--- src/rtl/mc_core_ctrl.sv ---
// mc_core_ctrl: multi-cycle RV32I control sequencer sharing one variable-latency
// memory between instruction fetch and data access.
//   clk, reset           : rising-edge clock, asynchronous active-high reset
//   opcode/funct3/funct7b5: instruction fields from the instruction register
//   zero                 : ALU zero flag, current cycle
//   mem_ready            : memory completes the requested access this cycle
//   mem_req/mem_we/adr_src: memory request, write qualifier, address select
//   ir_write/pc_write/reg_write: datapath enables
//   alu_src_a/alu_src_b/alu_control/result_src/imm_src: datapath selects
//   state_o              : current state (debug)
//   illegal              : sticky illegal-instruction trap flag
//   retired              : wrapping count of completed instructions
module mc_core_ctrl #(
    parameter int unsigned CNT_WIDTH  = 32,
    parameter bit          BRANCH_EXT = 1'b0
) (
    input  logic                 clk,
    input  logic                 reset,
    input  logic [6:0]           opcode,
    input  logic [2:0]           funct3,
    input  logic                 funct7b5,
    input  logic                 zero,
    input  logic                 mem_ready,
    output logic                 mem_req,
    output logic                 mem_we,
    output logic                 adr_src,
    output logic                 ir_write,
    output logic                 pc_write,
    output logic                 reg_write,
    output logic [1:0]           alu_src_a,
    output logic [1:0]           alu_src_b,
    output logic [3:0]           alu_control,
    output logic [1:0]           result_src,
    output logic [2:0]           imm_src,
    output logic [3:0]           state_o,
    output logic                 illegal,
    output logic [CNT_WIDTH-1:0] retired
);

    typedef enum logic [3:0] {
        S_FETCH  = 4'd0,
        S_DECODE = 4'd1,
        S_MEMADR = 4'd2,
        S_MEMRD  = 4'd3,
        S_MEMWB  = 4'd4,
        S_MEMWR  = 4'd5,
        S_EXER   = 4'd6,
        S_EXEI   = 4'd7,
        S_ALUWB  = 4'd8,
        S_BRANCH = 4'd9,
        S_JAL    = 4'd10,
        S_TRAP   = 4'd15
    } state_t;

    localparam logic [6:0] OP_LOAD   = 7'b0000011;
    localparam logic [6:0] OP_STORE  = 7'b0100011;
    localparam logic [6:0] OP_RTYPE  = 7'b0110011;
    localparam logic [6:0] OP_ITYPE  = 7'b0010011;
    localparam logic [6:0] OP_BRANCH = 7'b1100011;
    localparam logic [6:0] OP_JAL    = 7'b1101111;

    localparam logic [3:0] ALU_ADD  = 4'b0000;
    localparam logic [3:0] ALU_SUB  = 4'b0001;
    localparam logic [3:0] ALU_AND  = 4'b0010;
    localparam logic [3:0] ALU_OR   = 4'b0011;
    localparam logic [3:0] ALU_XOR  = 4'b0100;
    localparam logic [3:0] ALU_SLT  = 4'b0101;
    localparam logic [3:0] ALU_SLL  = 4'b0110;
    localparam logic [3:0] ALU_SRL  = 4'b0111;
    localparam logic [3:0] ALU_SRA  = 4'b1000;
    localparam logic [3:0] ALU_SLTU = 4'b1001;

    state_t                state_q, state_d;
    logic                  illegal_q, illegal_d;
    logic [CNT_WIDTH-1:0]  retired_q, retired_d;
    logic                  branch_ok;
    logic                  branch_take;

    // funct3 -> ALU op; sub_ok distinguishes R-type (add/sub) from I-type (add only)
    function automatic logic [3:0] alu_op(input logic [2:0] f3, input logic sub_ok,
                                          input logic f7);
        logic [3:0] op;
        case (f3)
            3'b000:  op = (sub_ok && f7) ? ALU_SUB : ALU_ADD;
            3'b001:  op = ALU_SLL;
            3'b010:  op = ALU_SLT;
            3'b011:  op = ALU_SLTU;
            3'b100:  op = ALU_XOR;
            3'b101:  op = f7 ? ALU_SRA : ALU_SRL;
            3'b110:  op = ALU_OR;
            default: op = ALU_AND;
        endcase
        return op;
    endfunction

    // beq always legal; bne only when the extension is built in
    assign branch_ok   = (funct3 == 3'b000) || (BRANCH_EXT && (funct3 == 3'b001));
    assign branch_take = ((funct3 == 3'b000) && zero) ||
                         (BRANCH_EXT && (funct3 == 3'b001) && !zero);

    // Next-state logic
    always_comb begin
        state_d = state_q;
        case (state_q)
            S_FETCH:  if (mem_ready) state_d = S_DECODE;
            S_DECODE: begin
                case (opcode)
                    OP_LOAD, OP_STORE: state_d = S_MEMADR;
                    OP_RTYPE:          state_d = S_EXER;
                    OP_ITYPE:          state_d = S_EXEI;
                    OP_BRANCH:         state_d = S_BRANCH;
                    OP_JAL:            state_d = S_JAL;
                    default:           state_d = S_TRAP;
                endcase
            end
            S_MEMADR: state_d = (opcode == OP_STORE) ? S_MEMWR : S_MEMRD;
            S_MEMRD:  if (mem_ready) state_d = S_MEMWB;
            S_MEMWB:  state_d = S_FETCH;
            S_MEMWR:  if (mem_ready) state_d = S_FETCH;
            S_EXER:   state_d = S_ALUWB;
            S_EXEI:   state_d = S_ALUWB;
            S_ALUWB:  state_d = S_FETCH;
            S_BRANCH: state_d = branch_ok ? S_FETCH : S_TRAP;
            S_JAL:    state_d = S_ALUWB;
            default:  state_d = S_TRAP;
        endcase
    end

    // Trap flag is sticky; retire count bumps on each return to FETCH
    always_comb begin
        illegal_d = illegal_q | (state_d == S_TRAP);
        retired_d = retired_q;
        if ((state_d == S_FETCH) && (state_q != S_FETCH) && (state_q != S_TRAP)) begin
            retired_d = retired_q + CNT_WIDTH'(1);
        end
    end

    // State and status registers
    always_ff @(posedge clk or posedge reset) begin
        if (reset) begin
            state_q   <= S_FETCH;
            illegal_q <= 1'b0;
            retired_q <= '0;
        end else begin
            state_q   <= state_d;
            illegal_q <= illegal_d;
            retired_q <= retired_d;
        end
    end

    // Moore decode; enables gated by mem_ready/zero; everything forced low in reset
    always_comb begin
        mem_req     = 1'b0;
        mem_we      = 1'b0;
        adr_src     = 1'b0;
        ir_write    = 1'b0;
        pc_write    = 1'b0;
        reg_write   = 1'b0;
        alu_src_a   = 2'b00;
        alu_src_b   = 2'b00;
        alu_control = ALU_ADD;
        result_src  = 2'b00;
        imm_src     = 3'b000;
        case (state_q)
            S_FETCH: begin
                mem_req    = 1'b1;
                alu_src_b  = 2'b10;
                result_src = 2'b10;
                ir_write   = mem_ready;
                pc_write   = mem_ready;
            end
            S_DECODE: begin
                alu_src_a = 2'b01;
                alu_src_b = 2'b01;
                imm_src   = 3'b010;
            end
            S_MEMADR: begin
                alu_src_a = 2'b10;
                alu_src_b = 2'b01;
                imm_src   = (opcode == OP_STORE) ? 3'b001 : 3'b000;
            end
            S_MEMRD: begin
                mem_req = 1'b1;
                adr_src = 1'b1;
            end
            S_MEMWB: begin
                result_src = 2'b01;
                reg_write  = 1'b1;
            end
            S_MEMWR: begin
                mem_req = 1'b1;
                mem_we  = 1'b1;
                adr_src = 1'b1;
            end
            S_EXER: begin
                alu_src_a   = 2'b10;
                alu_control = alu_op(funct3, 1'b1, funct7b5);
            end
            S_EXEI: begin
                alu_src_a   = 2'b10;
                alu_src_b   = 2'b01;
                alu_control = alu_op(funct3, 1'b0, funct7b5);
            end
            S_ALUWB: begin
                reg_write = 1'b1;
            end
            S_BRANCH: begin
                alu_src_a   = 2'b10;
                alu_control = ALU_SUB;
                pc_write    = branch_take;
            end
            S_JAL: begin
                alu_src_a = 2'b01;
                alu_src_b = 2'b10;
                pc_write  = 1'b1;
                imm_src   = 3'b011;
            end
            default: ;
        endcase
        if (reset) begin
            mem_req     = 1'b0;
            mem_we      = 1'b0;
            adr_src     = 1'b0;
            ir_write    = 1'b0;
            pc_write    = 1'b0;
            reg_write   = 1'b0;
            alu_src_a   = 2'b00;
            alu_src_b   = 2'b00;
            alu_control = ALU_ADD;
            result_src  = 2'b00;
            imm_src     = 3'b000;
        end
    end

    assign state_o = state_q;
    assign illegal = illegal_q;
    assign retired = retired_q;

endmodule
--- config.mk ---
export PLATFORM = sky130hd
export DESIGN_NAME = mc_core_ctrl
export DESIGN_NICKNAME = d
export VERILOG_FILES = /design/src/rtl/mc_core_ctrl.sv
export SDC_FILE = /design/constraint.sdc
export NUM_CORES = 1
export LEC_CHECK = 0
export CORE_MARGIN = 3
export CORE_UTILIZATION = 30
export CTS_BUF_LIST = sky130_fd_sc_hd__clkbuf_8
export CTS_CLUSTER_SIZE = 28
export DETAILED_ROUTE_END_ITERATION = 8
export PLACE_DENSITY = 0.6
export SLEW_MARGIN = 20
export SYNTH_ARGS = -nofsm -noshare
export SYNTH_HDL_FRONTEND = slang
export SYNTH_SLANG_ARGS = --single-unit
export TNS_END_PERCENT = 10
--- constraint.sdc ---
create_clock -name clk -period 2.3 [get_ports clk]
set_clock_uncertainty 0.2 [all_clocks]
set_input_delay 0.345 -clock clk [delete_from_list [all_inputs] [get_ports clk]]
set_output_delay 0.345 -clock clk [all_outputs]
set_load 0.02 [all_outputs]
run_1/port_nets.png
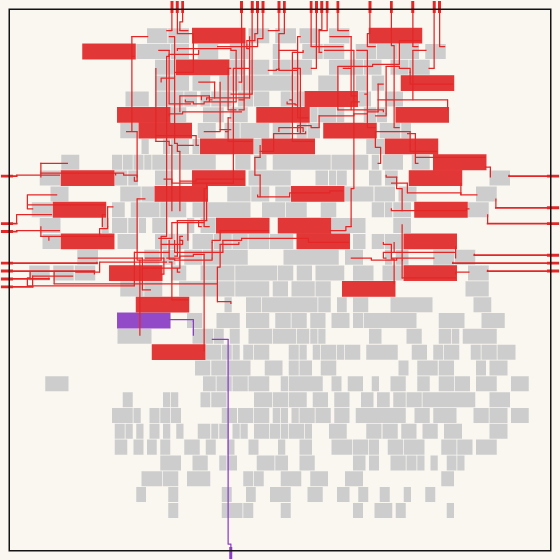
| colour | port | direction | edge | end cells | buffers | wire |
|---|---|---|---|---|---|---|
| red | retired | output | 19 top, 7 left, 6 right | 32 | 40 | 1470 um |
| purple | illegal | output | bottom | 1 | 1 | 46.0 um |

run_1/wire_density.png
The die is cut into 19 by 19 equal tiles; black is low, pale yellow is high, scaled to the fullest tile. Values are wire area over tile area, all layers added.
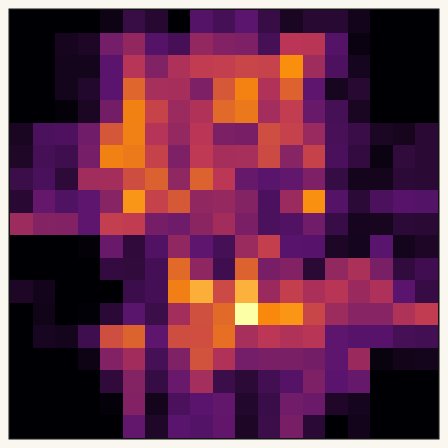
mean over tiles: 0.13
fullest tile: 0.51
emptiest ninth of the die: lower left
tiles over half the peak: 15%
nearly empty tiles: 20%

==> impl_metrics.py, run 1 <==
# Synthesis and PnR figures
metrics = {
    "yosys": {
        "edf_count": 0,
        "ff_type": "dfrtp_1",
        "ys_types": 44,
        "ys_ff": 37,
    },
    "critical_path": {
        "reg2reg_to": "retired[17]",
        "worstSetupEndpointType": "register",
        "crit_chain": "buf_6, nor4bb_4, nand2_1, o21ai_1, a211o_1, or3_4, or4_4, xnor2_2",
        "critPathRequiredTime_ps": 2290,
        "r2r_cells": 8,
        "endpoint": "retired[17]",
        "worstSetupStartpoint": "state_o[1]",
    },
    "place": {
        "dp_hpwl_um": 4910,
        "dp.cells": 476,
    },
    "drt": {
        "antenna_left": 0,
    },
    "run": {
        "warnings": 29,
    },
    "global_route": {
        "grt_max_degree": 38,
        "grt_antenna_before_repair": 0,
    },
    "floorplanning": {
        "fp-row-count": 31,
    },
    "power_and_ir_drop": {
        "p_comb_frac": 0.070,
        "p_int_mw": 1.01,
        "p_leak_nw": 1.80,
        "power_frac_seq": 0.503,
    },
    "final_layout": {
        "finalNonFillerCells": 499,
        "final_cell_area_um2": 3970,
        "layout.cells.most_common": "buf_4",
    },
    "clocking": {
        "cts_buffers": 5,
        "cts.sinks": 37,
    },
    "final_timing": {
        "setup_ws_ps": -172,
        "finalSetupViolations": 30,
    },
    "status": {
        "status": "complete, but fails checks",
        "violations": "setup timing",
    },
}
run_1/met3.png
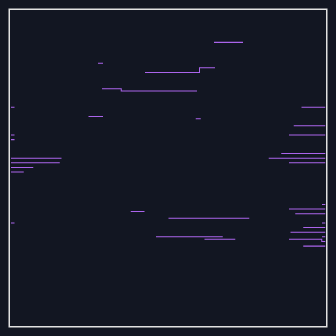
main direction: horizontal
share of all routed wire: 3.9%
drt total wl: 7250 um
via count: 2412
met3 GRT Util: 0.0341

run_1/registers.png
Other sequential cells in the stronger grey, the rest of the logic in the fainter grey.
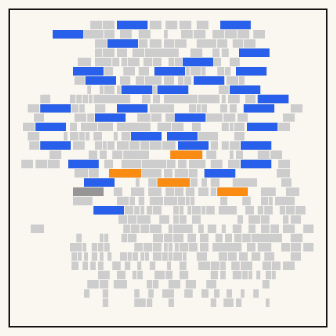
| colour | netlist name | sequential cells |
|---|---|---|
| orange | state_o | 4 |
| blue | retired | 32 |
not coloured: 1

==> run 1: final cells by class <==
type | instances | area (um2)
repair buffers | 144 | 1290
fillers | 698 | 3330
clock buffers | 5 | 68.8
clock inverters | 3 | 38.8
multi-input cells | 209 | 1500
flip-flops and latches | 37 | 930
well taps | 99 | 124
inverters | 2 | 11.3
==> run 1: state kept, by name (all words and copies together), names as in the netlist <==
register / count
state_o: 4
illegal: 1
retired: 32
==> run 1: logic make-up (layout without fill, tap and decap cells) <==
logic type,after synthesis,in the layout,synth area share
adders and majority gates,1,1,0.00553
AOI/OAI and AO/OA,30,30,0.0847
xor gates and xnor gates,35,35,0.139
and+or+nand+nor,142,142,0.327
DFF,37,37,0.410
buffers and inverters,16,154,0.0327
other,1,1,0.00166
==> run 1: power by group through the flow <==
stage          logic, mW  clock network (mW)  registers (mW)
2_1_floorplan     0.0304                   0           0.663
3_3_place_gp      0.0884                   0           0.663
5_1_grt            0.100               0.596           0.650
3_5_place_dp      0.0888                   0           0.663
6_report          0.0902               0.552           0.650
4_1_cts           0.0895               0.562           0.650
==> run 1: layer usage <==
metal,up-vias,share of wire,GRT usage
li1,1200,-,-
met3,5,0.039,0.0341
met2,39,0.49,0.274
met4,0,0.0032,0.0330
met1,1168,0.47,0.245
met5,-,0,0
==> run 1: worst register-to-register path: cells and delay by family (launching register included) <==
kind	cells	cell delay, ps
buffers and inverters	1	140
AND/OR/NAND/NOR	4	1050
flip-flops	1	460
AND-OR/OR-AND	2	370
XOR/XNOR	1	150
==> run 1: timing repair <==
| action | in CTS | in global routing |
|---|---|---|
| cloned | 3 | 0 |
| gates resized | 95 | 40 |
| pin swaps | 28 | 19 |
| setup endpoints to repair | 50 | 47 |
| endpoints found under the hold margin | 0 | 0 |
| buffers inserted | 11 | 3 |
## Run 2: what changed since run 1
--- a/config.mk
+++ b/config.mk
@@ -6,11 +6,11 @@
 export NUM_CORES = 1
 export LEC_CHECK = 0
 export CORE_MARGIN = 3
-export CORE_UTILIZATION = 30
+export CORE_UTILIZATION = 44
 export CTS_BUF_LIST = sky130_fd_sc_hd__clkbuf_8
 export CTS_CLUSTER_SIZE = 28
 export DETAILED_ROUTE_END_ITERATION = 8
-export PLACE_DENSITY = 0.6
+export PLACE_DENSITY = 0.81
 export SLEW_MARGIN = 20
 export SYNTH_ARGS = -nofsm -noshare
 export SYNTH_HDL_FRONTEND = slang
run_2/registers.png
Other sequential cells in the stronger grey, the rest of the logic in the fainter grey.
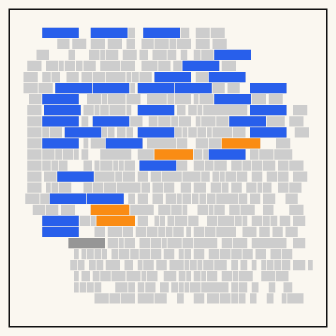
| colour | netlist name | sequential cells |
|---|---|---|
| orange | state_o | 4 |
| blue | retired | 32 |
not coloured: 1
sequential share of cell area: 0.250
Sequential Power: 0.650 mW
register area: 931 um2
Core Util, Final: 0.768

run_2/wire_density.png
The die is cut into 16 by 16 equal tiles; black is low, pale yellow is high, scaled to the fullest tile. Values are wire area over tile area, all layers added.
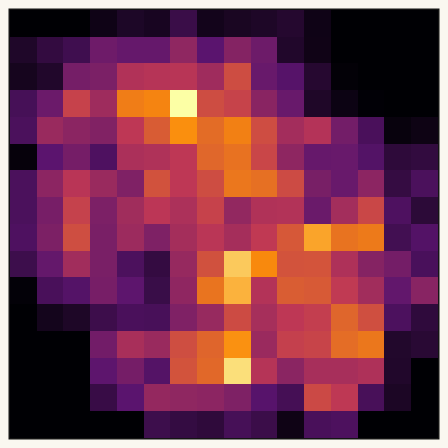
fullest tile: 0.67
densest ninth of the die: centre
tiles over half the peak: 22%
mean over tiles: 0.21
emptiest ninth of the die: upper right
nearly empty tiles: 16%
Global Route Usage Sum: 0.257
via count: 2558
post-DR wirelength/cell: 16.8 um

==> impl_metrics.py, run 2 <==
# Synthesis and PnR figures
metrics = {
    "status": {
        "status": "complete, but fails checks",
        "violations": "setup timing",
    },
    "final_layout": {
        "fin_nets": 411,
        "finalNonFillerCells": 463,
        "final_cell_area_um2": 3720,
        "largest_reg_flops": 32,
        "fill_cells": 305,
        "area_growth_pct": 64.6,
        "layout.cells.most_common": "buf_4",
    },
    "global_route": {
        "grt_max_degree": 38,
        "grt_antenna_before_repair": 0,
    },
    "yosys": {
        "edf_count": 0,
        "ff_type": "dfrtp_1",
        "largest_area_cell": "dfrtp_1",
        "ys_ff": 37,
    },
    "power_and_ir_drop": {
        "p_leak_nw": 1.66,
        "p_int_mw": 1.04,
        "worst_ir_drop_vdd_v": 0.000293,
        "power_frac_seq": 0.491,
        "swShare": 0.212,
        "pg_clk_mw": 0.587,
        "pg_comb_mw": 0.0862,
        "largestPowerGroup": "registers",
        "p_comb_frac": 0.065,
    },
    "critical_path": {
        "worstSetupStartpoint": "state_o[1]",
        "critPathRequiredTime_ps": 2280,
        "worstSetupEndpointType": "register",
        "crit_chain": "buf_6, nor4bb_1, nand2_1, o21ai_2, a211o_1, or3_4, or4_4, xnor2_2",
        "r2r_slack_ps": -220,
    },
    "drt": {
        "routed_wl_um": 7780,
        "avgViaCountPerCell": 5.52,
        "antenna_left": 0,
    },
    "place": {
        "dp.cells": 439,
        "dp_hpwl_um": 4930,
        "port_buffers": 69,
    },
    "final_timing": {
        "finalSetupViolations": 34,
        "finalHoldViolations": 0,
        "setup_ws_ps": -217,
        "finalSetupTns_ps": -2850,
    },
    "clocking": {
        "cts_buffers": 5,
        "cts_tree": "done",
        "cts.sinks": 37,
    },
    "floorplanning": {
        "fp-row-count": 25,
        "io_pins": 71,
    },
    "run": {
        "warnings": 29,
    },
}
## run 2: metal layers
layer	GRT usage	vias up	routed length (um)
li1	-	1189	-
met1	0.331	1229	3200
met2	0.441	114	3920
met3	0.0534	26	487
met4	0.0587	0	177
met5	0	-	0
## run 2: area by class of cell
| class | count | area [um2] | area share |
|---|---|---|---|
| well taps | 67 | 83.8 | 0.0225 |
| multi-input cells | 209 | 1400 | 0.377 |
| flip-flops and latches | 37 | 931 | 0.250 |
| repair buffers | 140 | 1170 | 0.315 |
| inverters | 2 | 11.3 | 0.00303 |
| clock buffers | 6 | 82.6 | 0.0222 |
| clock inverters | 2 | 37.5 | 0.0101 |
## run 2: worst paths after layout
kind                                    end  cells after the start
worst min register to register      illegal                      1
worst max-delay path            retired[17]                      8
min in group asynchronous        state_o[3]                      4
worst min-delay path                illegal                      1
max in group asynchronous        state_o[0]                      4
worst max register to register  retired[17]                      8
## run 2: cells by family after synthesis
kind of cell             count (synthesis)  synth area share
other                                    1           0.00166
buffers and inverters                   16            0.0327
flip-flops                              37             0.410
AND/OR/NAND/NOR                        142             0.327
AND-OR/OR-AND                           30            0.0847
XOR/XNOR                                35             0.139
adder cells (fa/ha/maj)                  1           0.00553
## run 2: worst max-delay path: cells and delay by family, from the launching register on
family,cells,cell delay (ps)
XOR/XNOR,1,150
buffers and inverters,1,160
flip-flops,1,480
AND-OR/OR-AND,2,370
AND/OR/NAND/NOR,4,1060
## run 2: repair_timing
| item | 4_1_cts | 5_1_grt |
|---|---|---|
| buffers inserted | 9 | 7 |
| endpoints found under the hold margin | 0 | 0 |
| pin swaps | 13 | 8 |
| gates resized | 79 | 35 |
| setup endpoints to repair | 50 | 46 |
## Run 3: what changed since run 2
--- a/config.mk
+++ b/config.mk
@@ -5,12 +5,14 @@
 export SDC_FILE = /design/constraint.sdc
 export NUM_CORES = 1
 export LEC_CHECK = 0
+export ABC_AREA = 1
+export CORE_ASPECT_RATIO = 0.75
 export CORE_MARGIN = 3
-export CORE_UTILIZATION = 44
+export CORE_UTILIZATION = 50
 export CTS_BUF_LIST = sky130_fd_sc_hd__clkbuf_8
 export CTS_CLUSTER_SIZE = 28
 export DETAILED_ROUTE_END_ITERATION = 8
-export PLACE_DENSITY = 0.81
+export PLACE_DENSITY = 0.83
 export SLEW_MARGIN = 20
 export SYNTH_ARGS = -nofsm -noshare
 export SYNTH_HDL_FRONTEND = slang
==> constraint.sdc (replaced) <==
create_clock -name clk -period 2.8 [get_ports clk]
set_clock_uncertainty 0.2 [all_clocks]
set_input_delay 0.42 -clock clk [delete_from_list [all_inputs] [get_ports clk]]
set_output_delay 0.42 -clock clk [all_outputs]
set_load 0.02 [all_outputs]
run_3/wire_density.png
The die is cut into 19 by 14 equal tiles; black is low, pale yellow is high, scaled to the fullest tile. Values are wire area over tile area, all layers added.
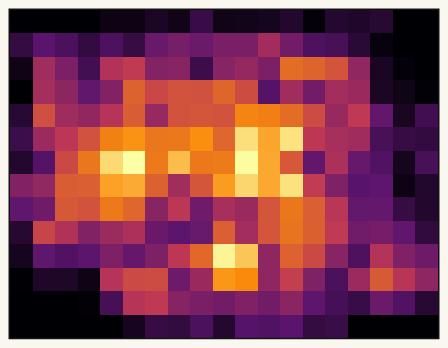
densest ninth of the die: centre
fullest tile: 0.58
nearly empty tiles: 10%
mean over tiles: 0.21
tiles over half the peak: 29%

run_3/registers.png
Other sequential cells in the stronger grey, the rest of the logic in the fainter grey.
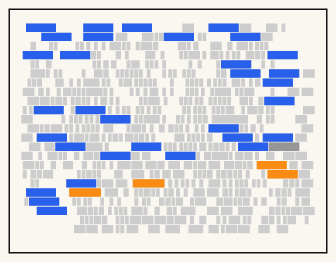
| colour | netlist name | sequential cells |
|---|---|---|
| orange | state_o | 4 |
| blue | retired | 32 |
Sequential Power: 0.534 mW
register area: 928 um2
Core Util, Final: 0.693
sequential share of cell area: 0.245

==> impl_metrics.py, run 3 <==
# Synthesis and PnR figures
metrics = {
    "status": {
        "status": "finished clean",
    },
    "drt": {
        "avgViaCountPerCell": 5.26,
        "wire_per_inst_um": 13.9,
        "routed_wl_um": 8680,
        "top_layer_used": "met4",
        "m1WireLength_um": 4040,
        "wl_met3_um": 576,
        "antenna_left": 0,
    },
    "final_layout": {
        "largest_reg_flops": 32,
        "finalNonFillerCells": 622,
        "fill_cells": 500,
        "comb_area_um2": 1740,
        "area_growth_pct": 30.8,
        "layout.cells.most_common": "nand2_1",
    },
    "clocking": {
        "cts.sinks": 37,
        "cts_tree": "done",
        "cts_resized": 1,
        "path_clk_slew_ps": 70,
        "post_cts_buffers": 0,
        "cts_buffers": 5,
    },
    "global_route": {
        "gr-usage-all-layers": 0.262,
        "grt.met3_usage": 0.0415,
        "grt-busiest-layer": "met2",
        "met2_usage": 0.407,
        "grt_pass1_vias": 2993,
        "grt_max_degree": 33,
        "grt_antenna_before_repair": 0,
    },
    "yosys": {
        "edf_count": 0,
        "ff_type": "dfrtp_1",
        "top_cells_by_count": "197 x nand2_1, 76 x nor2_1, 45 x nand3_1",
        "largest_area_cell": "dfrtp_1",
        "ys_ff": 37,
    },
    "power_and_ir_drop": {
        "swShare": 0.214,
        "p_leak_nw": 1.89,
        "worst_ir_drop_vdd_v": 0.000188,
        "p_int_mw": 0.848,
        "p_comb_frac": 0.057,
    },
    "floorplanning": {
        "io_pins": 71,
        "fp-row-count": 23,
    },
    "critical_path": {
        "critPathRequiredTime_ps": 2180,
        "critPathTopFamily": "buffers and inverters",
    },
    "final_timing": {
        "finalHoldViolations": 0,
    },
    "place": {
        "dp.cells": 614,
        "port_buffers": 69,
    },
    "run": {
        "warnings": 27,
    },
}
## run 3: cell count changes after synthesis, sizes merged, moves of 13 or more
cell,delta
nand3b,+13
nor2,+59
nand3,+19
inv,+36
nand2,+169
xnor2,-21
nor3,-16
## run 3: metrics by stage
| step | hold slack (ps) | TNS [ps] | area [um2] | setup WS [ps] |
|---|---|---|---|---|
| finish | 275 | 0 | 3790 | 69.4 |
| global route | 296 | -65.8 | 3790 | -65.8 |
| CTS | 284 | 0 | 3770 | 19.1 |
| detailed placement | 265 | 0 | 3660 | 32.6 |
| global placement | 263 | 0 | 3660 | 77.5 |
| floorplan | 392 | 0 | 2900 | 135 |
## run 3: layout make-up
cell class                 count  share of cell area
multi-input combinational    386               0.459
sequential                    37               0.245
timing repair buffer          78               0.203
inverter                      38              0.0377
tap                           75              0.0248
clock buffer                   6              0.0218
clock inverter                 2             0.00892
## run 3: logic make-up after synthesis
logic type	Yosys count	synth area share
AND/OR/NAND/NOR	348	0.506
other	1	0.00130
adder cells (fa/ha/maj)	1	0.00432
buffers and inverters	49	0.0804
AND-OR/OR-AND	21	0.0428
XOR/XNOR	15	0.0454
flip-flops	37	0.320
## run 3: power groups by stage
stage / logic [mW] / registers (mW) / clock network [mW]
floorplan: 0.0272 / 0.544 / 0
global placement: 0.0597 / 0.544 / 0
detailed placement: 0.0618 / 0.544 / 0
CTS: 0.0620 / 0.534 / 0.485
global route: 0.0690 / 0.534 / 0.503
finish: 0.0620 / 0.534 / 0.483
## run 3: final timing paths
kind,end,cells after the start,slack (ps),start
min in group asynchronous,retired[19],3,390,reset
setup / recovery,imm_src[0],6,70,state_o[0]
hold reg to reg,illegal,1,280,illegal
hold / removal,illegal,1,280,illegal
setup reg to reg,retired[16],8,530,retired[0]
max in group asynchronous,state_o[0],3,1720,reset

==> gallery <==
Placed standard cells.
image #1
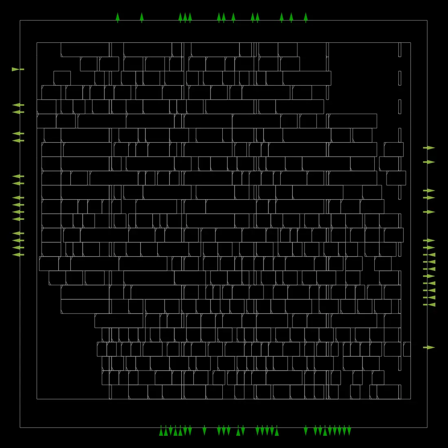
image #2
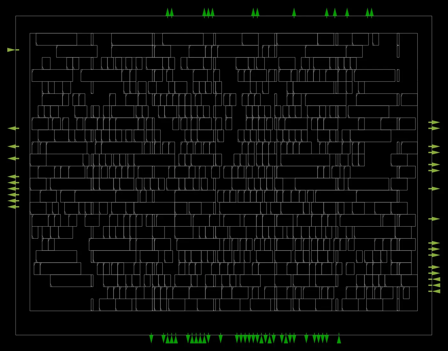
image #3
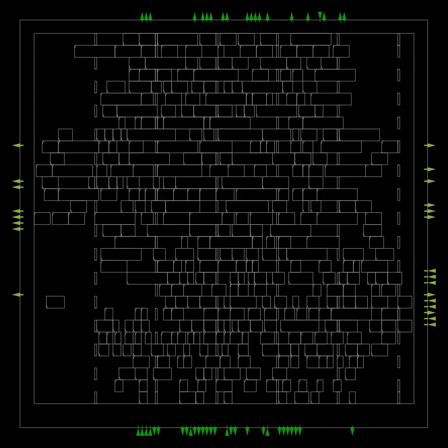
image #3 -> run 1
image #2 -> run 3
image #1 -> run 2
- lowest utilization: image #3
- most cells: image #2

Power figures rest on the tool's default switching activity, not on a simulated workload.
